==> src/rtl/cvif_arb_pkg.sv <==
// ---------------------------------------------------------------------------
// cvif_arb_pkg
//   Shared defaults and small helpers for the CVIF read weighted round-robin
//   arbiter (cvif_rd_wrr_arb) and its rotating-priority picker (cvif_rr_pick).
//   Contents:
//     NUM_REQ / PD_W / WEIGHT_W / OS_W : default configuration
//     src_id_t  : client index type
//     credit_t  : per-turn grant credit type
//     os_cnt_t  : outstanding-read counter type (one bit wider than the limit)
//     wrap_idx  : (base + off) modulo n for base, off < n
// ---------------------------------------------------------------------------
package cvif_arb_pkg;

  localparam int NUM_REQ  = 4;
  localparam int PD_W     = 79;
  localparam int WEIGHT_W = 8;
  localparam int OS_W     = 8;
  localparam int SRC_W    = $clog2(NUM_REQ);

  typedef logic [SRC_W-1:0]    src_id_t;
  typedef logic [WEIGHT_W-1:0] credit_t;
  typedef logic [OS_W:0]       os_cnt_t;

  // Both operands are below n, so a single conditional subtract wraps.
  function automatic int unsigned wrap_idx(input int unsigned base,
                                           input int unsigned off,
                                           input int unsigned n);
    int unsigned s;
    s = base + off;
    if (s >= n) s = s - n;
    return s;
  endfunction

endpackage

==> src/rtl/cvif_rr_pick.sv <==
// ---------------------------------------------------------------------------
// cvif_rr_pick
//   Combinational rotating-priority find-first. Starting at ptr_i (inclusive)
//   and walking upward with wrap, returns the first set bit of elig_i.
//   Ports:
//     elig_i    in  N   eligible-client mask
//     ptr_i     in  IW  index of the highest-priority client
//     onehot_o  out N   one-hot of the selected client (zero if none)
//     idx_o     out IW  index of the selected client
//     any_o     out 1   at least one client eligible
// ---------------------------------------------------------------------------
module cvif_rr_pick
  import cvif_arb_pkg::*;
#(
  parameter int N  = 4,
  parameter int IW = 2
) (
  input  logic [N-1:0]  elig_i,
  input  logic [IW-1:0] ptr_i,
  output logic [N-1:0]  onehot_o,
  output logic [IW-1:0] idx_o,
  output logic          any_o
);

  // rot[k] is the eligibility of the client k places after the pointer.
  logic [N-1:0]  rot;
  logic [IW-1:0] sel_k;

  genvar gi;
  generate
    for (gi = 0; gi < N; gi++) begin : g_rot
      assign rot[gi] = elig_i[IW'(wrap_idx(32'(ptr_i), gi, N))];
    end
  endgenerate

  // Walk downward so the lowest offset (closest to the pointer) wins.
  always_comb begin
    sel_k = '0;
    any_o = 1'b0;
    for (int k = N - 1; k >= 0; k--) begin
      if (rot[k]) begin
        sel_k = IW'(k);
        any_o = 1'b1;
      end
    end
  end

  assign idx_o = IW'(wrap_idx(32'(ptr_i), 32'(sel_k), N));

  generate
    for (gi = 0; gi < N; gi++) begin : g_onehot
      assign onehot_o[gi] = any_o & (idx_o == IW'(gi));
    end
  endgenerate

endmodule

==> src/rtl/cvif_rd_wrr_arb.sv <==
// ---------------------------------------------------------------------------
// cvif_rd_wrr_arb
//   Weighted round-robin scheduler for CVIF read requests from NUM_REQ DLA
//   clients onto a single read port, with an outstanding-read limit and an
//   idle indication.
//   Ports:
//     nvdla_core_clk    in   1                 clock, rising edge
//     nvdla_core_rst    in   1                 synchronous active-high reset
//     req_pvld          in   NUM_REQ           per-client request valid
//     req_prdy          out  NUM_REQ           per-client ready (one-hot or 0)
//     req_pd            in   NUM_REQ*PD_W      client i at [i*PD_W +: PD_W]
//     reg2dp_rd_weight  in   NUM_REQ*WEIGHT_W  client i weight, 0 = masked
//     reg2dp_rd_os_cnt  in   OS_W              N allows N+1 reads in flight
//     arb_out_pvld      out  1                 granted request valid
//     arb_out_prdy      in   1                 downstream ready
//     arb_out_pd        out  PD_W              granted payload
//     arb_out_src       out  clog2(NUM_REQ)    granted client index
//     rd_rsp_done       in   1                 one read fully returned
//     arb_idle          out  1                 registered idle indication
//     perf_stall_cnt    out  NUM_REQ*32        only with CVIF_ARB_PERF_EN
//   Optional feature macro: CVIF_ARB_PERF_EN adds per-client saturating
//   stall counters; arbitration is identical either way.
// ---------------------------------------------------------------------------
module cvif_rd_wrr_arb #(
  parameter int NUM_REQ  = cvif_arb_pkg::NUM_REQ,
  parameter int PD_W     = cvif_arb_pkg::PD_W,
  parameter int WEIGHT_W = cvif_arb_pkg::WEIGHT_W,
  parameter int OS_W     = cvif_arb_pkg::OS_W
) (
  input  logic                         nvdla_core_clk,
  input  logic                         nvdla_core_rst,
  input  logic [NUM_REQ-1:0]           req_pvld,
  output logic [NUM_REQ-1:0]           req_prdy,
  input  logic [NUM_REQ*PD_W-1:0]      req_pd,
  input  logic [NUM_REQ*WEIGHT_W-1:0]  reg2dp_rd_weight,
  input  logic [OS_W-1:0]              reg2dp_rd_os_cnt,
  output logic                         arb_out_pvld,
  input  logic                         arb_out_prdy,
  output logic [PD_W-1:0]              arb_out_pd,
  output logic [$clog2(NUM_REQ)-1:0]   arb_out_src,
  input  logic                         rd_rsp_done,
  output logic                         arb_idle
`ifdef CVIF_ARB_PERF_EN
  ,
  output logic [NUM_REQ*32-1:0]        perf_stall_cnt
`endif
);

  import cvif_arb_pkg::*;

  localparam int IDX_W = $clog2(NUM_REQ);

  // Round-robin state: ptr_q is the client with highest priority; credit_q
  // is the number of further back-to-back grants it may still take.
  logic [IDX_W-1:0]    ptr_q, ptr_d;
  logic [WEIGHT_W-1:0] credit_q, credit_d, credit_after;

  logic [OS_W:0]       os_q, os_d, inflight, os_lim;

  logic                stage_vld_q, stage_vld_d;
  logic [PD_W-1:0]     stage_pd_q, stage_pd_d;
  logic [IDX_W-1:0]    stage_src_q, stage_src_d;
  logic                idle_q, idle_d;

  logic [NUM_REQ-1:0]  elig, pick_onehot;
  logic [IDX_W-1:0]    pick_idx;
  logic                pick_any;
  logic                stage_load, os_room, grant, keep_turn;
  logic                os_inc, os_dec;

  logic [WEIGHT_W-1:0] wt     [NUM_REQ];
  logic [PD_W-1:0]     pd_arr [NUM_REQ];

  genvar gi;
  generate
    for (gi = 0; gi < NUM_REQ; gi++) begin : g_client
      assign wt[gi]     = reg2dp_rd_weight[gi*WEIGHT_W +: WEIGHT_W];
      assign pd_arr[gi] = req_pd[gi*PD_W +: PD_W];
      // A zero weight masks the client regardless of its valid.
      assign elig[gi]   = req_pvld[gi] & (wt[gi] != '0);
    end
  endgenerate

  // The picker searches from the pointer inclusive. When the pointer client
  // is still eligible it is always the pick, so the same index serves both
  // "keep the turn" and "rotate" cases; only the credit handling differs.
  // The pointer is advanced as soon as a turn's credit runs out, which makes
  // the inclusive search equivalent to "first eligible after the old owner".
  cvif_rr_pick #(
    .N  (NUM_REQ),
    .IW (IDX_W)
  ) u_pick (
    .elig_i   (elig),
    .ptr_i    (ptr_q),
    .onehot_o (pick_onehot),
    .idx_o    (pick_idx),
    .any_o    (pick_any)
  );

  assign stage_load = ~stage_vld_q | arb_out_prdy;

  // The entry leaving the stage this cycle is counted as in flight so a new
  // grant can never push the outstanding count past limit+1.
  assign inflight = os_q + (OS_W+1)'(stage_vld_q);
  assign os_lim   = {1'b0, reg2dp_rd_os_cnt} + (OS_W+1)'(1);
  assign os_room  = inflight < os_lim;

  assign grant     = ~nvdla_core_rst & stage_load & os_room & pick_any;
  assign keep_turn = elig[ptr_q] & (credit_q != '0);
  assign req_prdy  = grant ? pick_onehot : '0;

  // Grant bookkeeping: credit and pointer.
  always_comb begin
    ptr_d        = ptr_q;
    credit_d     = credit_q;
    credit_after = '0;
    if (grant) begin
      // Weights are only read here, at the start of a new turn.
      if (keep_turn) credit_after = credit_q - WEIGHT_W'(1);
      else           credit_after = wt[pick_idx] - WEIGHT_W'(1);
      if (credit_after == '0) begin
        ptr_d    = IDX_W'(wrap_idx(32'(pick_idx), 1, NUM_REQ));
        credit_d = '0;
      end else begin
        ptr_d    = pick_idx;
        credit_d = credit_after;
      end
    end
  end

  // Output stage and outstanding counter.
  always_comb begin
    stage_vld_d = stage_vld_q;
    stage_pd_d  = stage_pd_q;
    stage_src_d = stage_src_q;
    if (grant) begin
      stage_vld_d = 1'b1;
      stage_pd_d  = pd_arr[pick_idx];
      stage_src_d = pick_idx;
    end else if (arb_out_prdy) begin
      stage_vld_d = 1'b0;
    end

    os_inc = stage_vld_q & arb_out_prdy;
    // A return with nothing outstanding is dropped rather than wrapping.
    os_dec = rd_rsp_done & (os_q != '0);
    case ({os_inc, os_dec})
      2'b10:   os_d = os_q + (OS_W+1)'(1);
      2'b01:   os_d = os_q - (OS_W+1)'(1);
      default: os_d = os_q;
    endcase

    idle_d = ~|req_pvld & ~stage_vld_q & (os_q == '0);
  end

  always_ff @(posedge nvdla_core_clk) begin
    if (nvdla_core_rst) begin
      ptr_q       <= '0;
      credit_q    <= '0;
      os_q        <= '0;
      stage_vld_q <= 1'b0;
      stage_pd_q  <= '0;
      stage_src_q <= '0;
      idle_q      <= 1'b1;
    end else begin
      ptr_q       <= ptr_d;
      credit_q    <= credit_d;
      os_q        <= os_d;
      stage_vld_q <= stage_vld_d;
      stage_pd_q  <= stage_pd_d;
      stage_src_q <= stage_src_d;
      idle_q      <= idle_d;
    end
  end

  assign arb_out_pvld = stage_vld_q;
  assign arb_out_pd   = stage_pd_q;
  assign arb_out_src  = stage_src_q;
  assign arb_idle     = idle_q;

`ifdef CVIF_ARB_PERF_EN
  generate
    for (gi = 0; gi < NUM_REQ; gi++) begin : g_perf
      logic [31:0] stall_cnt_q;
      always_ff @(posedge nvdla_core_clk) begin
        if (nvdla_core_rst) begin
          stall_cnt_q <= '0;
        end else if (req_pvld[gi] & ~req_prdy[gi] & (stall_cnt_q != '1)) begin
          stall_cnt_q <= stall_cnt_q + 32'd1;
        end
      end
      assign perf_stall_cnt[gi*32 +: 32] = stall_cnt_q;
    end
  endgenerate
`endif

`ifndef SYNTHESIS
  // A response with no read outstanding indicates an upstream accounting bug.
  a_no_os_underflow: assert property (
    @(posedge nvdla_core_clk) disable iff (nvdla_core_rst)
      !(rd_rsp_done && (os_q == '0)));
`endif

endmodule

==> config.mk <==
export PLATFORM = sky130hd
export DESIGN_NAME = cvif_rd_wrr_arb
export DESIGN_NICKNAME = d
export VERILOG_FILES = /design/src/rtl/cvif_arb_pkg.sv /design/src/rtl/cvif_rr_pick.sv /design/src/rtl/cvif_rd_wrr_arb.sv
export SDC_FILE = /design/constraint.sdc
export NUM_CORES = 1
export LEC_CHECK = 0
export CAP_MARGIN = 0
export CORE_AREA = 2 2 178 180
export DETAILED_ROUTE_END_ITERATION = 12
export DIE_AREA = 0 0 180 182
export GPL_ROUTABILITY_DRIVEN = 0
export GPL_TIMING_DRIVEN = 0
export MAX_ROUTING_LAYER = met4
export PLACE_DENSITY = 0.58
export SLEW_MARGIN = 20
export SYNTH_ARGS = -nofsm -noshare
export SYNTH_HDL_FRONTEND = slang
export SYNTH_HIERARCHICAL = 1
export SYNTH_SLANG_ARGS = --single-unit
==> constraint.sdc <==
create_clock -name nvdla_core_clk -period 6.05 [get_ports nvdla_core_clk]
set_input_delay 0.605 -clock nvdla_core_clk [delete_from_list [all_inputs] [get_ports nvdla_core_clk]]
set_output_delay 0.605 -clock nvdla_core_clk [all_outputs]
set_load 0.005 [all_outputs]
==> flow_summary_export.csv <==
group,metric,value,unit
yosys,largest_area_cell,"dfxtp_1",
critical_path,crit_type,"in -> reg",
yosys,synthCells,755,
outcome,status,"finished clean",
sta,tns,0,ns
critical_path,crit_path_end_kind,"flip-flop",
die,die_w,180,µm
grt,first_global_vias,8105,
min_path,holdPathStages,2,
clock_tree,postCtsSetupRepairBufs,0,
die,rows,65,
critical_path,slowest_stage,"clkbuf_1",
job,warnings,27,
drt,vias,7851,
yosys,ys_seq_share,28.5,%
yosys,ys.flops,102,
yosys,yosysMostFrequentCell,"nand2_1",
yosys,ys_area,7170,µm²
cells_and_area,fin_util,40.3,%
sta,fin_hold_ws,0.453,ns
yosys,syn_nets,1142,
sta,max_freq,0.182,GHz
power,power.leakage,0.00443,µW
critical_path,reg2reg_depth,16,
yosys,yosysTopAreaCellShare,28.5,%
drt,drt-vias-per-instance,4.83,
sta,rsz0062_at_grt,"no",
critical_path,path_cells,"clkdlybuf4s50_1 > nor4_1 > a21boi_1 > nor2b_1 > a21oi_1 > o2bb2ai_1 > o21a_1 > ha_1 > xnor2_1 > xnor2_1 > clkbuf_1 > clkbuf_1 > mux4_2 > mux2i_1 > xor2_2 > nand4_2 > o211a_1 > nor4_2",
die,dieArea,32800,µm²
placement,hpwl,28300,µm
die,fp.dieH,182,µm
clock_tree,clk_pin_slew,0.07,ns
clock_tree,ctsResizeCount,0,
yosys,synth_warnings,6,
cells_and_area,drive_gt1_share,10.3,%
critical_path,max_stage_delay,0.73,ns
die,fp_util,23.1,%
critical_path,critPathCapture,"ptr_q[0]$_SDFFE_PP0N_",
critical_path,worstReg2RegStart,"ptr_q[1]$_SDFFE_PP0N_",
clock_tree,cts_hold_buf,0,
clock_tree,cts_tree,"built",
placement,portBuffers,450,
cells_and_area,combGateArea,4840,µm²
yosys,edf_count,0,
critical_path,crit_family,"buffers and inverters",
cells_and_area,layout.cells.most_common_list,"clkdlybuf4s50_1, nand2_1, a21oi_1, dfxtp_1, mux4_2",
sta,fin_crit_sh,91.0,%
cells_and_area,syn_to_final_growth,74.0,%
critical_path,required,6.32,ns
clock_tree,cts_root_buffer,"clkbuf_16",
min_path,hold_class,"reg -> reg",
power,p_per_area,504,nW/µm²
cells_and_area,layout_top_cell,"clkdlybuf4s50_1",
yosys,synthTopCellsByCount,"nand2_1, a21oi_1, dfxtp_1, mux4_2, clkbuf_1",
critical_path,cp.arrival,5.77,ns
critical_path,critPathLaunch,"reg2dp_rd_weight[17]",
cells_and_area,final_nets,1603,
power,ir_worst_vdd,194,µV
yosys,synthArstFlopShare,0,%
drt,ant_nets,0,
job,maxCapViolCount,0,
yosys,synthTopCellsByArea,"dfxtp_1, mux4_2, nand2_1",
critical_path,cp_num_buf_inv,3,
grt,grt_max_degree,17,
critical_path,startpoint_type,"input port",
sta,max-slew-margin-rel,32.9,%
sta,worst_pin_slew,1.01,ns
drt,initialDrtViolationCount,325,
min_path,hold_end,"arb_out_pd[12]$_SDFFE_PP0N_",
cells_and_area,register_area,2040,µm²
grt,gr-total-overflow,0,
critical_path,crit_fanout,10,
sta,drv_slew,0,
sta,period_needed,5.50,ns
sta,finalHoldViolCount,0,
sta,setup_viol,0,
die,core_area,31000,µm²
yosys,synth.avg_cell_area,9.50,µm²
drt,drcViolationCount,0,
grt,antenna_found_initial,4,
drt,drtPass1Iterations,5,
min_path,worstHoldStart,"arb_out_pd[12]$_SDFFE_PP0N_",
clock_tree,htree_levels,3,
die,ioPinCount,451,
critical_path,r2r-end,"ptr_q[0]$_SDFFE_PP0N_",
yosys,ff_type,"dfxtp_1",
yosys,synthesis.area,7170,µm²
grt,grt_pass1_wl,49400,µm
yosys,synth_cell_type_count,63,
clock_tree,cts_buffer_depth,2,
## run 1: worst min-delay path: cells and delay by family (launching register included)
family | cells | cell delay (ns)
AOI/OAI and AO/OA | 1 | 0.05
DFF | 1 | 0.31
and+or+nand+nor | 1 | 0.05
## run 1: through the flow
| stage | instance area, µm² | setup WS, ns | cells | power, µW |
|---|---|---|---|---|
| after floorplan | 7170 | 1.46 | 755 | 4090 |
| after global placement | 12200 | 0.258 | 1607 | 5720 |
| after detailed placement | 12200 | 0.181 | 1607 | 5750 |
| after CTS | 12500 | 0.541 | 1622 | 6380 |
| after global routing | 12500 | 0.199 | 1626 | 6790 |
| final | 12500 | 0.546 | 1626 | 6290 |
## run 1: metal layers
layer / wire length [µm] / track usage (%)
met1: 13400 / 23.6
met5: 0 / -
met2: 17600 / 36.9
met4: 605 / 5.17
met3: 2240 / 4.41
## run 1: state kept, by name, summed over array words and instances (netlist names)
name          flops
arb_out_pvld      1
os_q              9
arb_out_src       2
arb_out_pd       79
ptr_q             2
credit_q          8
arb_idle          1
## run 1: layout make-up
cell class,count,area share (%)
well taps,402,4.03
repair buffers,450,36.1
clock inverters,5,0.481
diodes,4,0.0802
plain buffers,56,1.85
clock buffers,10,1.83
flip-flops and latches,102,16.4
multi-input cells,580,38.8
inverters,17,0.511
## run 1: kinds of logic (layout without fill, tap and decap cells)
logic type	count (synthesis)	after routing	share of synthesized area [%]
muxes	100	100	29.4
AOI/OAI and AO/OA	148	148	12.9
and+or+nand+nor	284	284	17.8
other	0	4	0
buffers and inverters	73	538	4.10
xor gates and xnor gates	25	25	3.16
DFF	102	102	28.5
adders and majority gates	23	23	4.12
## run 1: report_power, final
part           switching (µW)  internal (µW)  leakage [µW]
Combinational            2220           2290       0.00345
Clock                     285            321      0.000139
Sequential                208            962      0.000838
Total                    2710           3580       0.00443
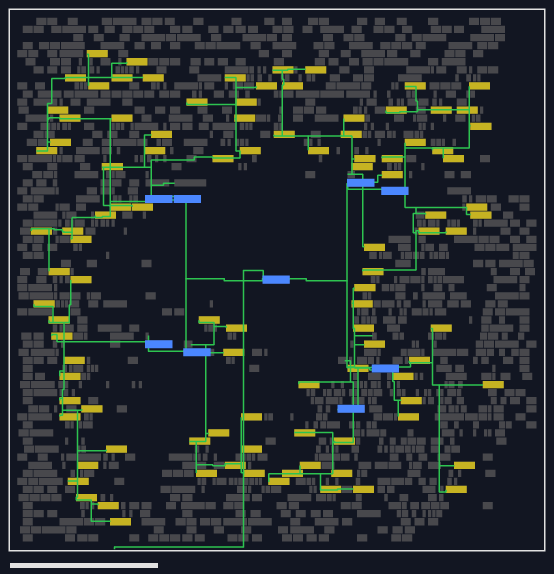
**Above:** run 1 (routed clock nets over the placement).
Bar = 50 µm.
Key: green = clock wires [length 1700 µm]; yellow = flip-flops [count 102]; blue = clock drivers [count 9]
Position of the flops: all over the die.
clock latency on the worst-skew pair: 0.36 ns
Clock group: 606 µW
Worst Skew: 0.0135 ns
Clk pwr share: 9.6%

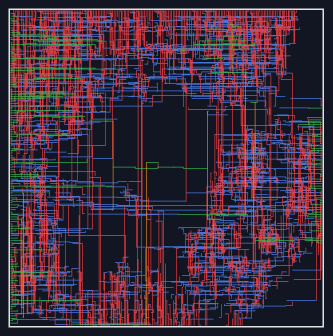
**Above:** run 1 (metal layers overlaid).
Key: blue = metal 1 [wire length 13400 µm]; red = metal 2 [wire length 17600 µm]; orange = metal 4 [wire length 605 µm]; green = metal 3 [wire length 2240 µm]
Tot GR Track Use: 20.7%
WL per Instance: 20.8 µm
Routed WL: 33900 µm

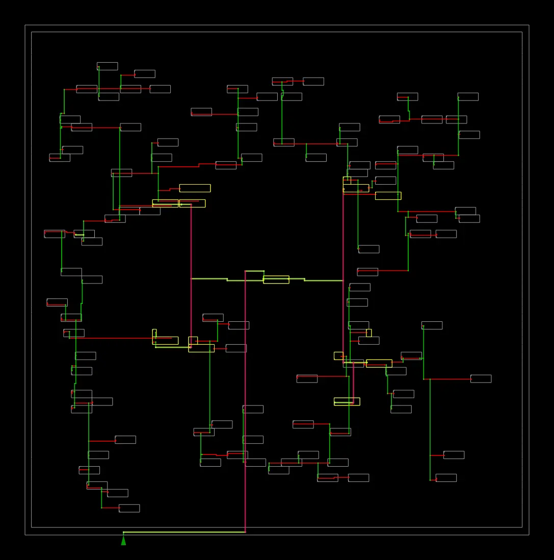
**Above:** run 1 (clock nets).
flip-flops: 102
CTS sink cnt: 102
clock buffers: 10
total CTS buffers: 9

Power is estimated from default activity; no workload was simulated.
